Run 1, cells colored by class:
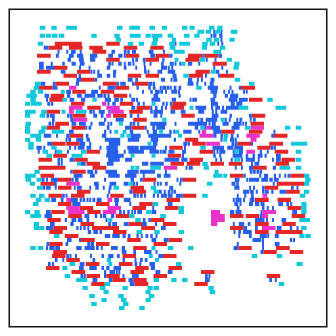
Run 1, pin map:
Pins as bars across the die edge, other pins in gray.
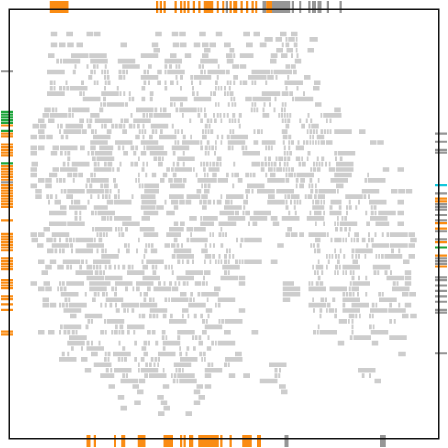
Run 1, wiring by layer:
Only two layers are drawn.
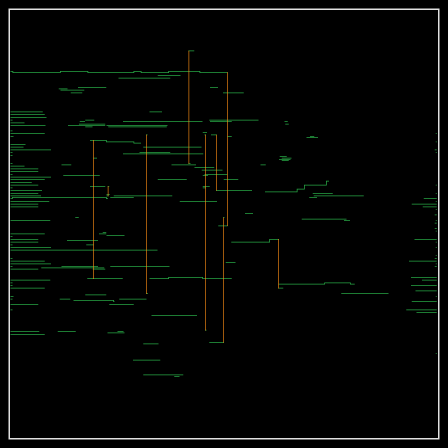
Design ch3_wave_regs, sky130hd; sources not shown.
==> flow_metrics.tcl, run 1 <==
# place-and-route summary
set metrics [dict create \
    registers 177 \
    layout_top_cell_excl_fill_tap "sky130_fd_sc_hd__nand2_1" \
    drt-initial-drc-count 837 \
    endpoint_kind "register" \
    highest-signal-layer "met4" \
    synthDominantAreaCellType "sky130_fd_sc_hd__dfrtp_1" \
    timing.final.ws_setup_ns 0.661 \
    clock_transition_time_at_the_flip_flop_clock_pins_of_the_worst_setup_and_hold_paths_ns 0.07 \
    vias 9001 \
    critical-path-slowest-cell "sky130_fd_sc_hd__clkdlybuf4s50_1" \
    synthXorXnorAreaFrac 0.00383 \
    worst-endpoint-arrival_ns 2.99 \
    synth-adder-area-share 0.00924 \
    outcome "complete, no violations" \
    number_of_distinct_standard_cells_referenced_by_the_synthesized_netlist 48 \
    power_switching_mw 1.50 \
    synth_top_cell_by_count "sky130_fd_sc_hd__nand2_1" \
    worstHoldPathCells 2 \
    synth_flop_count 177 \
    final_cell_count_no_fill 1919 \
    design.die.area_um2 46100 \
    drt.antenna.violating_nets 0 \
    n_antenna_cell 0 \
    area_fraction_in_and_or_nand_and_nor_cells_after_synthesis 0.306 \
    chipWidth_um 215 \
    post_cts_hold_buffer_count 0 \
    synthTopCellsByCount "sky130_fd_sc_hd__nand2_1, sky130_fd_sc_hd__dfrtp_1, sky130_fd_sc_hd__o21ai_1, sky130_fd_sc_hd__nor2_1, sky130_fd_sc_hd__inv_1" \
    signal_buffer_area_fraction 0.185 \
    path_cells "clkdlybuf4s50_1, nand2_1, nor2_2, buf_4, nand2_2, clkinv_4, nand2_4, nor2_8, buf_12, nand3_2, nand2_1, o21ai_1" \
    layout.area.top_class "sequential cells" \
    kind_of_critical_path "in -> reg" \
    postSynth.asyncResetShare 1.00 \
    floorplan.core_util 0.253 \
    synth-edff-count 0 \
    yosysSeqAreaShare 0.469 \
    sw_frac_of_total 0.299 \
    worst_ir_drop_vdd_uv 339 \
    netlist_area_pre_place_um2 9470 \
    route.met2.wl_um 18600 \
    nMultiInputCombCells 859 \
    fin_worst_skew_ns 0.0165 \
    critical_path_cell_count 12 \
]
## Picture notes: 'cells colored by class'
clock drivers and dummy loads: shown in magenta, cells 32, share of their area 5.0%. flops: shown in red, cells 177, share of their area 37%. other buffers and delay cells: shown in cyan, cells 240, share of their area 19%. combinational and other logic: shown in blue, cells 959, share of their area 39%.
Seq/total area: 0.347
post-layout utilization of the core: 0.341
Core Box Area: 37500 um^2

## Picture notes: 'pin map'
bus_wr_data_i: shown in green, pins 8, direction input, edge 7 left, 1 right. ch3_samples_o: shown in orange, pins 128, direction output, edge 46 left, 39 bottom, 36 top, 7 right. ch3_enable_o: shown in cyan, pins 1, direction output, edge right.
All pins by edge: 58 top, 55 left, 44 bottom, 33 right.
vertical die dimension: 215 um
Port-buffer cells: 189

## Picture notes: 'wiring by layer'
metal 4: shown in orange, wire length 500 um. metal 3: shown in green, wire length 2040 um.
wire length per cell: 20.2 um
gr usage total: 0.167

## Run 2: what changed since run 1
Clock period 3.35 ns to 2.5 ns, I/O delays scaled along.
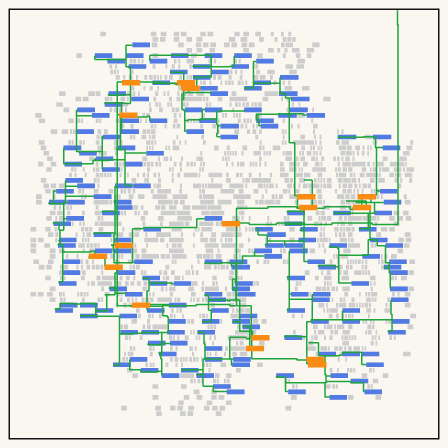
Run 2: routed clock nets over the placement
flip-flops: shown in blue, count 177. clock drivers: shown in orange, count 17. clock wires: shown in green, length 2690 um.
Position of the flops: spread over the die. There are 18 routed clock nets.
total clock network power: 2.79 mW
clock insertion delay at the later pin of the skew report: 0.45 ns
post-route clock skew: 0.0136 ns
fraction of power consumed by the clock network: 0.403

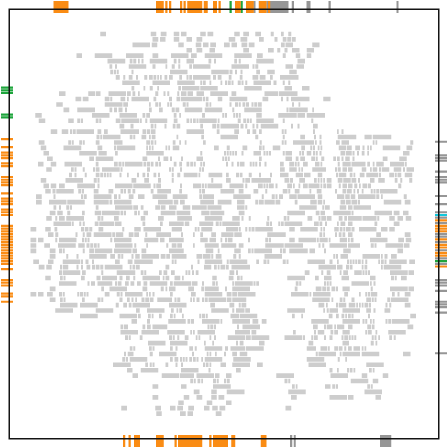
Run 2: pin map
Pins as bars across the die edge, other pins in gray.
bus_wr_data_i: shown in green, pins 8, direction input, edge 5 left, 2 top, 1 right. ch3_samples_o: shown in orange, pins 128, direction output, edge 41 top, 40 left, 37 bottom, 10 right. ch3_enable_o: shown in cyan, pins 1, direction output, edge right.
All pins by edge: 60 top, 45 left, 45 bottom, 40 right.
die x size: 215 um

==> run 2 against run 1 <==
Effect of this change:
- cell count increased by 6.4%
- critical path depth shrank 11
- largest cell class is now multi-input combinational cells
- first-iteration DRC count shrank 7.3%
- final area increased by 11%
- utilization grew 3.7 points
- power increased by 38%
- die area unchanged
- via count up 9.0%
- register-to-register slack lost 0.84 ns
- clock power rose by 34%
- global-route usage is 1.9 points higher
==> flow_metrics.tcl, run 2 <==
# place-and-route summary
set metrics [dict create \
    path_cells "clkdlybuf4s15_2" \
    seq_total_area 0.314 \
    kind_of_critical_path "reg -> out" \
    highest-signal-layer "met5" \
    critical_path_cell_count 1 \
    synth_top_cell_by_count "sky130_fd_sc_hd__nand2_1" \
    post_drt_wl_per_cell_um 21.7 \
    number_of_distinct_standard_cells_referenced_by_the_synthesized_netlist 48 \
    layout.area.top_class "multi-input combinational cells" \
    nMultiInputCombCells 868 \
    clock_transition_time_at_the_flip_flop_clock_pins_of_the_worst_setup_and_hold_paths_ns 0.07 \
    n_antenna_cell 0 \
    outcome "complete, no violations" \
    vias 9807 \
    signal_buffer_area_fraction 0.227 \
    post_cts_hold_buffer_count 0 \
    layout_top_cell_excl_fill_tap "sky130_fd_sc_hd__nand2_1" \
    synth-adder-area-share 0.00924 \
    design.die.area_um2 46100 \
    drt.antenna.violating_nets 0 \
    gr-usage-all-layers 0.186 \
]
## Run 3: what changed since run 2
Clock period 2.5 ns to 2.1 ns, I/O delays scaled along.
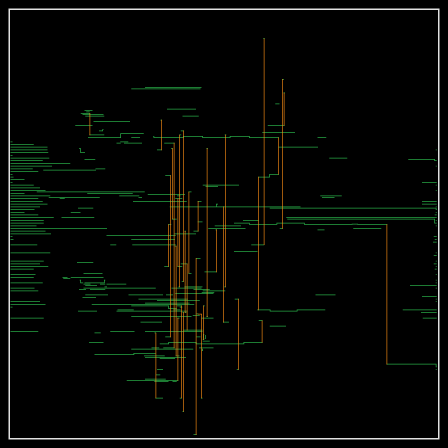
Run 3: wiring by layer
Only two layers are drawn.
metal 3: shown in green, wire length 2880 um. metal 4: shown in orange, wire length 1580 um.
gr usage total: 0.189
total via count after detailed routing: 10500
total detailed-routing wirelength: 46100 um
wire length per cell: 20.9 um

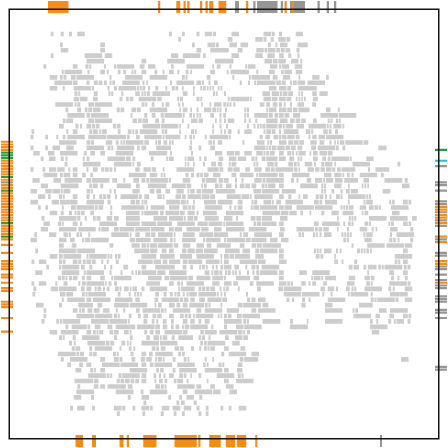
Run 3: pin map
Pins as bars across the die edge, other pins in gray.
bus_wr_data_i: shown in green, pins 8, direction input, edge 7 left, 1 right. ch3_enable_o: shown in cyan, pins 1, direction output, edge right. ch3_samples_o: shown in orange, pins 128, direction output, edge 46 bottom, 45 left, 27 top, 10 right.
All pins by edge: 53 left, 52 top, 47 bottom, 38 right.

==> run 3 against run 2 <==
Effect of this change:
- synthesized cell count is the same
- cell count grew 8.0%
- combinational power grew 37%
- final area grew 14%
- clock-buffer cell count shrank 4
- area after synthesis is the same
- sequential power grew 19%
- global-route usage grew 0.25 points
- clock power grew 15%
- critical endpoint is now bus_rd_data_o[4]
- highest routed layer is now met4
==> flow_metrics.tcl, run 3 <==
# place-and-route summary
set metrics [dict create \
    outcome "complete, no violations" \
    netlist_area_pre_place_um2 9470 \
    power_switching_mw 2.63 \
    number_of_distinct_standard_cells_referenced_by_the_synthesized_netlist 48 \
    endpoint_kind "register" \
    highest-signal-layer "met4" \
    kind_of_critical_path "in -> reg" \
    timing.final.ws_setup_ns 0.293 \
    worst_skew_pair.late_latency_ns 0.45 \
    worst_ir_drop_vdd_uv 518 \
    critical-path-slowest-cell "sky130_fd_sc_hd__o21ai_0" \
    clock_net_power_mw 3.21 \
    design.die.area_um2 46100 \
    chipWidth_um 215 \
    synth-adder-area-share 0.00924 \
    drt.antenna.violating_nets 0 \
    yosysSeqAreaShare 0.469 \
    post_cts_hold_buffer_count 0 \
    worst-endpoint-arrival_ns 2.19 \
    synth_top_cell_by_count "sky130_fd_sc_hd__nand2_1" \
    area_fraction_in_and_or_nand_and_nor_cells_after_synthesis 0.306 \
    floorplan.core_util 0.253 \
    finalCoreUtilization 0.432 \
    synthXorXnorAreaFrac 0.00383 \
    layout.area.top_class "multi-input combinational cells" \
    synth-edff-count 0 \
    path_cells "buf_8, inv_8, buf_12, buf_4, o21ai_0, o21ai_0, nand2_1, nand3_1, nand2_1, nand3_1, nand2_1, nand2_1" \
    n_antenna_cell 0 \
    critical_path_cell_count 12 \
    route.met2.wl_um 21700 \
    die_h_um 215 \
    layout_top_cell_excl_fill_tap "sky130_fd_sc_hd__nand2_1" \
    sw_frac_of_total 0.316 \
    nMultiInputCombCells 869 \
    final_cell_count_no_fill 2205 \
    fin_worst_skew_ns 0.0140 \
    registers 177 \
    drt-initial-drc-count 814 \
    port_buffer_cells 189 \
    power.clock.fraction 0.385 \
    postSynth.asyncResetShare 1.00 \
]
Power figures rest on the tool's default switching activity, not on a simulated workload.
